### Met1 routing, run 1

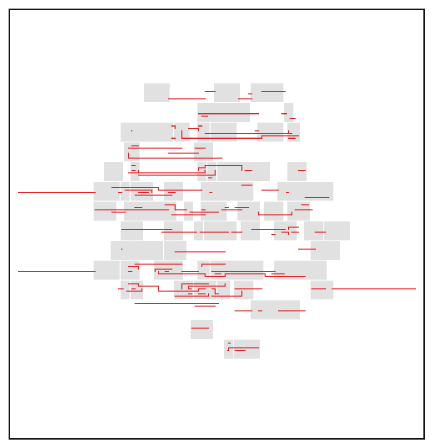
### Metal 2, run 1

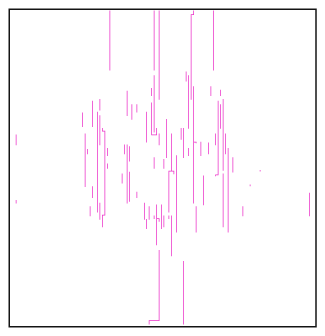
### The metal 3 layer, run 1

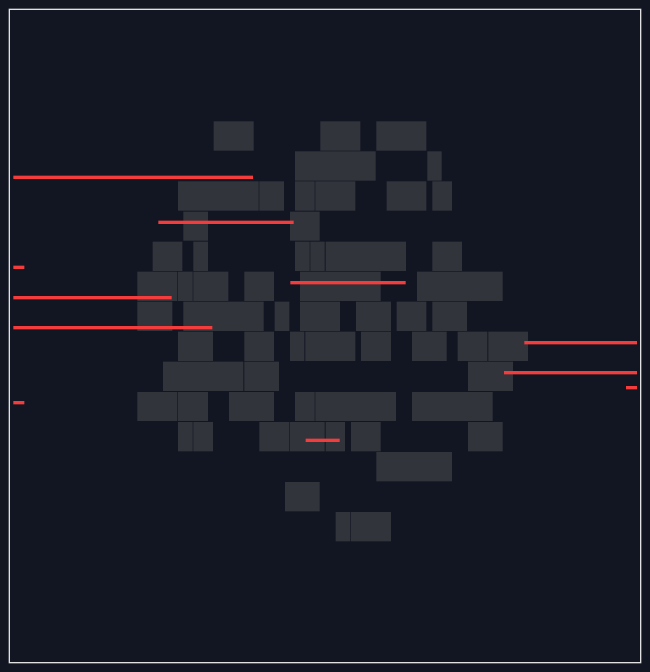
`config.mk`:
```
export PLATFORM = sky130hd
export DESIGN_NAME = down_counter_borrow
export DESIGN_NICKNAME = d
export VERILOG_FILES = /design/src/rtl/down_counter_borrow.sv
export SDC_FILE = /design/constraint.sdc
export NUM_CORES = 1
export LEC_CHECK = 0
export CAP_MARGIN = 25
export CORE_AREA = 10 10 47 49
export DETAILED_ROUTE_END_ITERATION = 10
export DIE_AREA = 0 0 57 59
export PLACE_DENSITY = 0.56
export SYNTH_ARGS = -nofsm -noshare
export SYNTH_HDL_FRONTEND = slang
export SYNTH_SLANG_ARGS = --single-unit
```
`constraint.sdc`:
```
create_clock -name input_CLK -period 1.3 [get_ports input_CLK]
set_input_delay 0.13 -clock input_CLK [delete_from_list [all_inputs] [get_ports input_CLK]]
set_output_delay 0.13 -clock input_CLK [all_outputs]
set_load 0.02 [all_outputs]
```
`src/rtl/down_counter_borrow.sv`:
```
// down_counter_borrow: loadable modulo-2^WIDTH down counter with a registered borrow pulse.
// Build option ONESHOT_EN: stop at zero (DONE state) instead of wrapping.
module down_counter_borrow #(
   parameter int WIDTH = 4
) (
   input  logic             input_CLK,
   input  logic             input_RST,
   input  logic             input_LOAD,
   input  logic [WIDTH-1:0] input_D,
   input  logic             input_ENA,
   output logic [WIDTH-1:0] output_Y,
   output logic             borrow,
   output logic             output_ZERO,
   output logic             output_BUSY
);

   typedef enum logic [1:0] {
      IDLE = 2'd0,
      RUN  = 2'd1,
      DONE = 2'd2
   } state_t;

   localparam logic [WIDTH-1:0] ONE = WIDTH'(1);

   state_t           state_q, state_d;
   logic [WIDTH-1:0] y_q, y_d;
   logic             borrow_q, borrow_d;
   logic             busy_q;

   always_ff @(posedge input_CLK) begin
      if (input_RST) begin
         state_q  <= IDLE;
         y_q      <= '0;
         borrow_q <= 1'b0;
         busy_q   <= 1'b0;
      end else begin
         state_q  <= state_d;
         y_q      <= y_d;
         borrow_q <= borrow_d;
         busy_q   <= (state_d == RUN);
      end
   end

   // LOAD overrides counting in every state; IDLE and DONE otherwise just hold.
   always_comb begin
      state_d  = state_q;
      y_d      = y_q;
      borrow_d = 1'b0;
      if (input_LOAD) begin
         y_d = input_D;
`ifdef ONESHOT_EN
         state_d = (input_D == '0) ? DONE : RUN;
`else
         state_d = RUN;
`endif
      end else if (state_q == RUN && input_ENA) begin
`ifdef ONESHOT_EN
         // Never wraps: the step that reaches zero also parks the FSM in DONE.
         if (y_q != '0) begin
            y_d = y_q - ONE;
         end
         if (y_q <= ONE) begin
            state_d = DONE;
         end
`else
         y_d      = y_q - ONE;
         borrow_d = (y_q == '0);
`endif
      end
   end

   assign output_Y    = y_q;
   assign borrow      = borrow_q;
   assign output_BUSY = busy_q;
   assign output_ZERO = (y_q == '0);

endmodule
```
==> flow_metrics.rpt, run 1 <==
IMPLEMENTATION SUMMARY REPORT
----------------------------------------------------
[Outcome]
  Status ........................ finished with violations
  Violated checks ........................ setup timing

[Floorplan]
  Die y size ........................ 59 um

[Clocking]
  Worst-Skew Late Latency ........................ 0.25 ns
  Clock input transition at the sequential cells of the worst setup and hold paths ........................ roughly 0.05 ns
  Clock Sinks ........................ 8

[Power and ir drop]
  Proportion of total power due to net switching ........................ 0.267
  Total clock network power ........................ ~190 uW
  Power of the sequential group ........................ approximately 270 uW
  Total Power ........................ 625 uW
  Switching power total ........................ 167 uW

[Critical path]
  Startpoint of the most critical setup path ........................ output_Y[1]$_SDFFE_PP0P_
  Highest-delay cell along the critical path ........................ sky130_fd_sc_hd__or3_4
  Delay of the slowest cell on the worst path ........................ around 0.38 ns
  Largest delay share family, worst path ........................ AND-OR/OR-AND gates
  Critical path class ........................ reg -> reg
  Path depth of the worst reg2reg path ........................ 4

[Layout]
  Growth of design area from synthesis to finish ........................ 61.3%
  Utilization of the core after routing ........................ 0.428
  Fraction of area in registers ........................ 0.269
  Total of clock buffers placed in the layout ........................ 3
  Most frequent cells in the layout ........................ sky130_fd_sc_hd__dfxtp_1 (7), sky130_fd_sc_hd__clkdlybuf4s50_1 (7), sky130_fd_sc_hd__inv_1 (5), sky130_fd_sc_hd__buf_4 (5), sky130_fd_sc_hd__dlygate4sd2_1 (4)
  Max reg flops ........................ 4
  Final std cell area, no fill ........................ roughly 600 sq um

[Logic synthesis]
  Top cell types by occurrence after synthesis ........................ sky130_fd_sc_hd__dfxtp_1 (8), sky130_fd_sc_hd__inv_1 (5), sky130_fd_sc_hd__a21oi_1 (3), sky130_fd_sc_hd__nor2_1 (3), sky130_fd_sc_hd__o21a_1 (3)
  Mapped Avg Cell Area ........................ slightly above 9 sq um
  Main logic family ........................ simple AND/OR/NAND/NOR gates

[STA]
  Upper clock frequency limit ........................ 0.757 GHz
  Setup violation total in the final timing report ........................ 1
  Final WS setup ........................ -0.0215 ns
  Slew Limit Fails ........................ 0

[Global routing]
  Maximum number of pins on one net before global-route repair ........................ 12
  Wire length of the first global-routing pass ........................ roughly 1.6 mm
  GR met3 Demand/Resource ........................ 0.0579

[Placement]
  Final weighted congestion in routability-driven placement ........................ 0.688
  Placed Instance Area ........................ 566 sq um
  Post-placement setup slack ........................ -0.142 ns

[Routing]
  Total routed wire length on the met1 layer ........................ 380 um
  Post-DR wirelength/cell ........................ 12.0 um
  Detailed route wirelength on metal3 ........................ 101 um
  Remaining design rule violation count ........................ 0

----------------------------------------------------
Back to the opening pictures, 'Met1 routing':
- wire length on this layer: 381 um
- longest straight run: 12.9 um

Back to the opening pictures, 'Metal 2':
- nets with wire on the layer: 59
- share of all routed wire: 47%
- wire length on this layer: 433 um
- longest straight run: 21.8 um

Back to the opening pictures, 'The metal 3 layer':
- nets with wire on the layer: 10
- main direction: horizontal
- share of all routed wire: 11%
- wire length on this layer: 102 um
- longest straight run: 21.4 um

## Run 2: what changed since run 1
- CTS_CLUSTER_SIZE: not set -> 14
### Metal 2, run 2

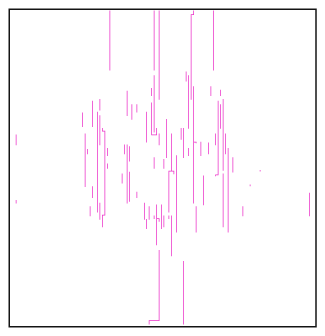
- longest straight run: 21.8 um
- nets with wire on the layer: 59
- share of all routed wire: 47%
- main direction: vertical
- wire length on this layer: 433 um

==> flow_metrics.rpt, run 2 <==
IMPLEMENTATION SUMMARY REPORT
----------------------------------------------------
[Global routing]
  Wire length of the first global-routing pass ........................ 1.57 mm
  Maximum number of pins on one net before global-route repair ........................ 12
  GR met3 Demand/Resource ........................ 0.0579
  Global routing's busiest layer ........................ met2

[Layout]
  Growth of design area from synthesis to finish ........................ 61.3%
  Nets ........................ 71
  Total of clock buffers placed in the layout ........................ 3
  Cell class with the largest area share ........................ combinational gates
  Final std cell area, no fill ........................ 599 sq um
  Max reg flops ........................ 4
  Most frequent cells in the layout ........................ sky130_fd_sc_hd__dfxtp_1 (7), sky130_fd_sc_hd__clkdlybuf4s50_1 (7), sky130_fd_sc_hd__inv_1 (5), sky130_fd_sc_hd__buf_4 (5), sky130_fd_sc_hd__dlygate4sd2_1 (4)
  Clock network contribution to total cell area ........................ 0.0376

[STA]
  Setup clock skew after layout ........................ about 0.0043 ns
  Slew Limit Headroom ........................ 0.735
  Setup violation total in the final timing report ........................ 1
  Final WS setup ........................ -0.0215 ns
  Setup total negative slack ........................ -0.0215 ns
  Slew Limit Fails ........................ 0
  Transition at the pin with the smallest max-transition slack ........................ 0.396 ns
  Worst hold slack across all endpoints ........................ 0.445 ns
  Upper clock frequency limit ........................ 0.757 GHz

[Power and ir drop]
  Switching power total ........................ 167 uW
  Total Power ........................ approximately 620 uW
  Proportion of total power due to net switching ........................ 0.267
  Static Leakage ........................ 0.288 nW
  Total clock network power ........................ 189 uW
  Combinational gate power ........................ between 150 and 200 uW
  Clk network pwr share ........................ 0.303

[Logic synthesis]
  Mapped Avg Cell Area ........................ 9.29 sq um
  Yosys stat chip area ........................ 372 sq um
  Portion of netlist area occupied by mux cells ........................ 0.0269
  Dominant cells by area after synthesis ........................ sky130_fd_sc_hd__dfxtp_1 (43%), sky130_fd_sc_hd__o21a_1 (6.1%), sky130_fd_sc_hd__nand3b_4 (5.4%)
  Flip-flops with a built-in enable ........................ 0
  Adder-cell area share of the yosys netlist ........................ 0.0337
  Main logic family ........................ simple AND/OR/NAND/NOR gates
  Top cell types by occurrence after synthesis ........................ sky130_fd_sc_hd__dfxtp_1 (8), sky130_fd_sc_hd__inv_1 (5), sky130_fd_sc_hd__a21oi_1 (3), sky130_fd_sc_hd__nor2_1 (3), sky130_fd_sc_hd__o21a_1 (3)
  Register area share after synthesis ........................ 0.431
  Post-synthesis net count ........................ 49

[Critical path]
  Startpoint of the most critical setup path ........................ output_Y[1]$_SDFFE_PP0P_
  Critical path class ........................ reg -> reg
  Beginning of the worst register-to-register path ........................ output_Y[1]$_SDFFE_PP0P_
  Delay of the slowest cell on the worst path ........................ approximately 0.38 ns
  Highest-delay cell along the critical path ........................ sky130_fd_sc_hd__or3_4
  Largest delay share family, worst path ........................ AND-OR/OR-AND gates
  Path depth of the worst reg2reg path ........................ 4

[Outcome]
  Violated checks ........................ setup timing
  Status ........................ finished with violations

[Floorplan]
  Number of rows in the core area ........................ 14
  Horiz. Die Dim ........................ 57 um
  Starting density of the core ........................ 0.265
  Die y size ........................ between 50 and 60 um

[Placement]
  Final weighted congestion in routability-driven placement ........................ about 0.7
  Placed Instance Area ........................ 566 sq um
  Post-placement setup slack ........................ -0.142 ns

[Clocking]
  Worst-Skew Late Latency ........................ 0.25 ns
  Clock Sinks ........................ 8
  Hold buffer count at CTS ........................ 0
  Clock input transition at the sequential cells of the worst setup and hold paths ........................ 0.05 ns
  Master cell of the clock root buffer ........................ sky130_fd_sc_hd__clkbuf_4

[Routing]
  Remaining design rule violation count ........................ 0
  Detailed route wirelength on metal3 ........................ 101 um
  Total routed wire length on the met1 layer ........................ 380 um
  Total Routed Length ........................ 915 um
  Post-DR wirelength/cell ........................ 12.0 um

[Hold path]
  Hold wc startpoint ........................ input_D[1]
  Endpoint, Worst Hold ........................ output_Y[1]$_SDFFE_PP0P_

[Run]
  Number of logged tool warnings ........................ 28

----------------------------------------------------
### Where the registers sit, run 2

Scale bar: 20 um. Other sequential cells in the stronger gray, the rest of the logic in the fainter gray.
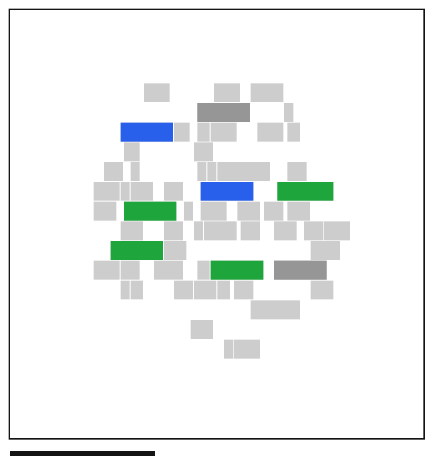
- green: output_Y (placed flops 4; where middle)
- blue: state_q (placed flops 2)
- not colored: 2
utilization of the core after routing: 0.428
power of the sequential group: 272 uW
fraction of area in registers: 0.269
total area of sequential cells: 161 sq um

## Run 3: what changed since run 2
- CAP_MARGIN: 25 -> 5
### Met1 routing, run 3

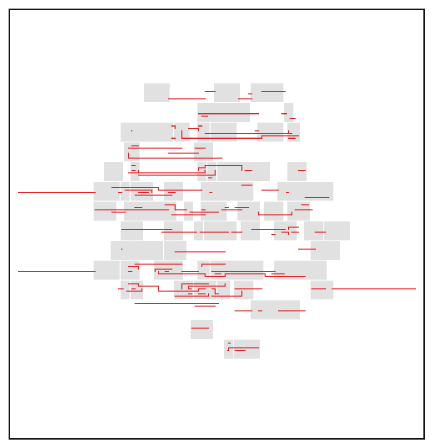
- main direction: horizontal
- wire length on this layer: 381 um
- nets with wire on the layer: 61
- share of all routed wire: 42%
- longest straight run: 12.9 um
via count: 348
Total Routed Length: 915 um
GR Util met1: 0.0540

### The metal 3 layer, run 3

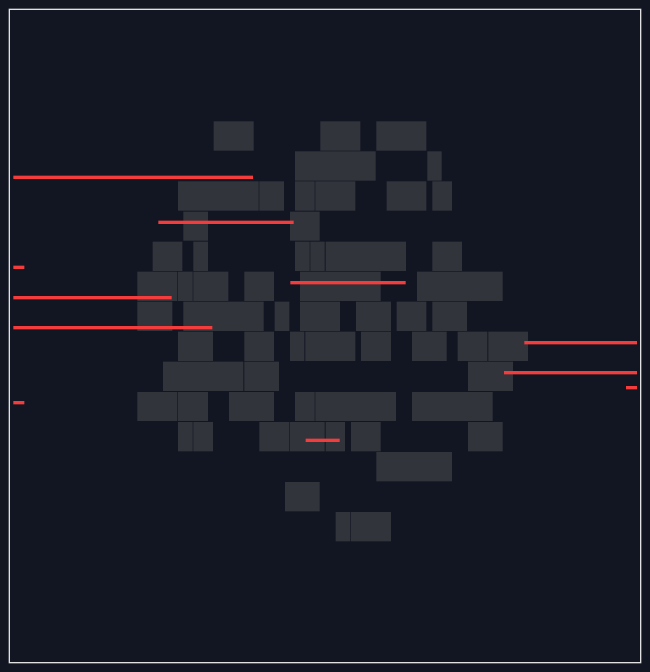
- main direction: horizontal
- longest straight run: 21.4 um
- wire length on this layer: 102 um
- nets with wire on the layer: 10

==> flow_metrics.rpt, run 3 <==
IMPLEMENTATION SUMMARY REPORT
----------------------------------------------------
[Outcome]
  Status ........................ finished with violations
  Violated checks ........................ setup timing

[Critical path]
  Largest delay share family, worst path ........................ AND-OR/OR-AND gates
  Beginning of the worst register-to-register path ........................ output_Y[1]$_SDFFE_PP0P_
  Path depth of the worst reg2reg path ........................ 4
  Highest-delay cell along the critical path ........................ sky130_fd_sc_hd__or3_4
  Startpoint of the most critical setup path ........................ output_Y[1]$_SDFFE_PP0P_
  Number of cells on the critical path ........................ 4
  Delay of the slowest cell on the worst path ........................ 0.38 ns

[Floorplan]
  Horiz. Die Dim ........................ 57 um
  Number of rows in the core area ........................ 14
  IO Count ........................ 15
  Starting density of the core ........................ 0.265
  Core ar. ........................ 1400 sq um
  Die y size ........................ 59 um

[Run]
  Number of logged tool warnings ........................ 28
  Max-cap viol count ........................ 0

[STA]
  Slew Limit Headroom ........................ 0.735
  Setup violation total in the final timing report ........................ 1
  Setup total negative slack ........................ -0.0215 ns
  Final WS setup ........................ -0.0215 ns
  Transition at the pin with the smallest max-transition slack ........................ 0.396 ns
  Slew Limit Fails ........................ 0
  Upper clock frequency limit ........................ 0.757 GHz
  Setup clock skew after layout ........................ 0.00430 ns
  Worst hold slack across all endpoints ........................ 0.445 ns

[Placement]
  Post-placement setup slack ........................ -0.142 ns
  Placed Instance Area ........................ 566 sq um
  Final weighted congestion in routability-driven placement ........................ 0.688
  Placed cell count ........................ roughly 73

[Routing]
  Total routed wire length on the met1 layer ........................ 380 um
  Detailed route wirelength on metal3 ........................ 101 um
  Remaining design rule violation count ........................ 0
  Post-DR wirelength/cell ........................ 12.0 um

[Power and ir drop]
  Total clock network power ........................ around 190 uW
  Maximum VDD drop ........................ 0.434 mV
  Static Leakage ........................ 0.288 nW
  Total Power ........................ 625 uW
  Combinational gate power ........................ 163 uW
  Clk network pwr share ........................ 0.303
  Power of the sequential group ........................ 272 uW
  Switching power total ........................ about 170 uW

[Clocking]
  Clock Sinks ........................ 8
  Hold buffer count at CTS ........................ 0
  Master cell of the clock root buffer ........................ sky130_fd_sc_hd__clkbuf_4
  Worst-Skew Late Latency ........................ 0.25 ns
  Clock input transition at the sequential cells of the worst setup and hold paths ........................ about 0.050 ns

[Layout]
  Max reg flops ........................ 4
  Nets ........................ around 70
  Cell class with the largest area share ........................ combinational gates
  Total of clock buffers placed in the layout ........................ 3
  Clock network contribution to total cell area ........................ 0.0376
  Most frequent cells in the layout ........................ sky130_fd_sc_hd__dfxtp_1 (7), sky130_fd_sc_hd__clkdlybuf4s50_1 (7), sky130_fd_sc_hd__inv_1 (5), sky130_fd_sc_hd__buf_4 (5), sky130_fd_sc_hd__dlygate4sd2_1 (4)
  Final std cell area, no fill ........................ 599 sq um
  Fraction of area in registers ........................ 0.269
  Total area of sequential cells ........................ 161 sq um
  Utilization of the core after routing ........................ 0.428

[Global routing]
  GR met3 Demand/Resource ........................ 0.0579
  Maximum number of pins on one net before global-route repair ........................ 12
  Wire length of the first global-routing pass ........................ 1.57 mm

[Logic synthesis]
  Portion of netlist area occupied by mux cells ........................ 0.0269
  Adder-cell area share of the yosys netlist ........................ 0.0337
  Flip-flops with a built-in enable ........................ 0
  Dominant cells by area after synthesis ........................ sky130_fd_sc_hd__dfxtp_1 (43%), sky130_fd_sc_hd__o21a_1 (6.1%), sky130_fd_sc_hd__nand3b_4 (5.4%)
  Top cell types by occurrence after synthesis ........................ sky130_fd_sc_hd__dfxtp_1 (8), sky130_fd_sc_hd__inv_1 (5), sky130_fd_sc_hd__a21oi_1 (3), sky130_fd_sc_hd__nor2_1 (3), sky130_fd_sc_hd__o21a_1 (3)
  Mapped Avg Cell Area ........................ between 9 and 10 sq um

[Hold path]
  Hold wc startpoint ........................ input_D[1]
  Endpoint, Worst Hold ........................ output_Y[1]$_SDFFE_PP0P_
  Hold Path Stages ........................ 3

----------------------------------------------------
Power figures rest on the tool's default switching activity, not on a simulated workload.
